Design calib_pulse_gen_flat, sky130hd; sources not shown.
### Close-up of the layout

Region (71, 24) to (101, 54) um. Cells in gray, sequential cells in the stronger gray; small squares are vias.
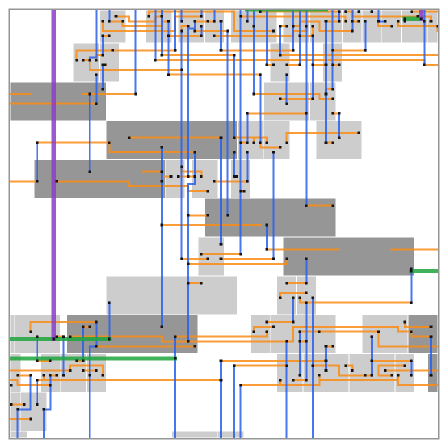
- M2: blue
- M1: orange
- M4: purple
- M3: green
- cells with their middle in the window: 47
- sequential cells in the window: 6
- most frequent: nand2_1 (11), nand3_1 (7)

### Cells by drive strength

Scale bar: 20 um.
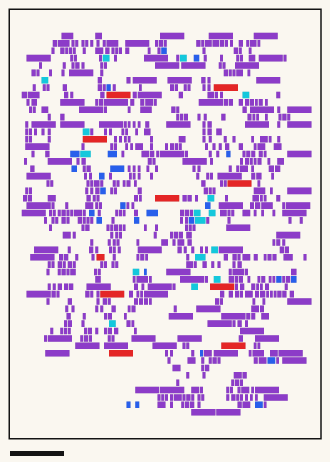
- x2: blue (cells 25; most used nor2_2)
- x1 and smaller: purple (cells 696; most used nand2_1)
- x3 and x4: cyan (cells 16; most used buf_4)
- x6 and larger: red (cells 10; most used clkbuf_16)
final worst slack: 0.294 ns
Syn-to-layout area delta: 7.94%
Non-clock buffers: 11
final instance area: 5510 um^2

==> results.toml <==
# physical design summary
[run_status]
outcome = "complete, but fails checks"
failed_checks = "capacitance limit, slew limit"

[finish]
n_antenna_cell = 0
drive_gt1_share_pct = 6.83
nNetsFinal = 791
final_util_pct = 34.7

[cts]
cts_tree = "built"
root_buffer = "clkbuf_16"
hold_buffers = 0

[worst_setup_path]
crit_cells = 16
cp_num_buf_inv = 3
critPathKind = "reg -> reg"
reg2regPathDepth = 16
path_cells = "inv_1 -> ha_2 -> nand2_1 -> nor2_1 -> nand2_1 -> nand2_1 -> nand2_1 -> inv_1 -> nand3_1 -> nor2_2 -> nand4_2 -> nand2_2 -> buf_4 -> nand2_1 -> nand2_1 -> nand3_1"
setup.worst_path.start_class = "flop"

[yosys]
async_flop_share_pct = 100
avgSynthCellArea_um2 = 6.80
synthTopLogicFamily = "simple AND/OR/NAND/NOR gates"
synthFlopType = "dfrtp_1"
yosys.area_share.simple_pct = 34.6
compound_area_share_pct = 9.76
ys_chip_area_um2 = 5100

[power_and_ir_drop]
p_leak_nw = 2.64
power.density_nw_per_um2 = 674
peakVddDrop_mv = 0.419

[grt]
grt_pass1_wl_mm = 22.2
grt_start_max_net_pins = 76

[timing]
min_period_over_period_pct = 89.1
maxSlewViolCount = 76
fmax_ghz = 0.416
finalSetupViolations = 0

[flow_run]
drv_cap = 1

[die]
core_area_um2 = 15900
row_count = 54
fp-utilization_pct = 32.1

[detailed_routing]
remaining_drc_errors = 0
drt-initial-drc-count = 185
num_vias = 4549
first_pass_iters = 6

[place]
gp_congestion = 0.864
port_buffers = 0
## metrics by stage
stage               cells  hold slack [ns]  setup slack (ns)  total power, mW
global route          943            0.135           0.00682             4.03
CTS                   943           0.0678             0.139             3.78
global placement      927            0.390             0.279             2.60
detailed placement    927            0.395             0.171             2.61
finish                943            0.156             0.294             3.71
floorplan             751            0.353             0.150             2.40
## synth_stat cells (6+ instances only)
| cell type | number | area, um^2 |
|---|---|---|
| o21ai_0 | 59 | 295 |
| ha_1 | 11 | 138 |
| nand4_1 | 6 | 37.5 |
| nand3_1 | 64 | 320 |
| nor3_1 | 15 | 75.1 |
| nor2_2 | 7 | 43.8 |
| xnor2_1 | 11 | 96.3 |
| nor2_1 | 79 | 297 |
| o21bai_1 | 9 | 67.6 |
| buf_4 | 17 | 128 |
| dfrtp_1 | 75 | 1880 |
| a21oi_1 | 11 | 55.1 |
| xor2_1 | 17 | 149 |
| inv_1 | 95 | 357 |
| nand2_1 | 228 | 856 |
## routing by layer
metal  wire length [um]  part of all wire [%]  GRT usage [%]
met5                  0                     0              0
met4                368                   2.7           6.06
met3                486                   3.6           3.59
met2               6840                    51           27.5
met1               5830                    43           18.3
## worst reg2reg max path, stage by stage (launching register included)
cell     delay [ns]
dfrtp_1        0.42
inv_1          0.11
ha_2           0.24
nand2_1        0.07
nor2_1         0.14
nand2_1        0.07
nand2_1        0.06
nand2_1        0.04
inv_1          0.04
nand3_1        0.07
nor2_2         0.12
nand4_2        0.16
nand2_2        0.15
buf_4          0.19
nand2_1        0.14
nand2_1        0.09
nand3_1        0.07
## layout by cell type, fill, tap and decap left out, types with 2 or more instances in the layout
cell / count
nand2_1: 228
inv_1: 94
nor2_1: 78
dfrtp_1: 75
nand3_1: 64
o21ai_0: 59
xor2_1: 17
nor3_1: 15
xnor2_1: 11
a21oi_1: 11
ha_1: 10
buf_4: 10
o21bai_1: 9
clkbuf_16: 9
nor2_2: 8
nand4_1: 6
nor4_1: 4
or2_2: 3
clkinvlp_4: 3
nand2_2: 2
nand3_2: 2
o21a_1: 2
and2_1: 2
nand2_4: 2
inv_2: 2
o21ai_2: 2
clkinv_2: 2
## power by group
part / internal [mW] / switching (mW)
Combinational: 0.382 / 0.657
Sequential: 1.32 / 0.218
Clock: 0.623 / 0.517
Total: 2.32 / 1.39
## timing repair
| action | in CTS | in global routing |
|---|---|---|
| buffers inserted | 0 | 0 |
| endpoints found under the setup margin | 0 | 17 |
| resized | 0 | 2 |
## cells by family after synthesis
group	count (synthesis)
and+or+nand+nor	417
buffers and inverters	129
AOI/OAI and AO/OA	90
DFF	75
xor gates and xnor gates	28
adders and majority gates	11
muxes	1
## final cells by class
type / instances / area, um^2 / share of cell area, %
multi-input combinational: 547 / 2670 / 48.4
sequential: 75 / 1880 / 34.1
inverter: 98 / 369 / 6.70
tap: 196 / 245 / 4.45
clock buffer: 10 / 229 / 4.16
timing repair buffer: 11 / 80.1 / 1.45
clock inverter: 6 / 41.3 / 0.749
Power is estimated from default activity; no workload was simulated.
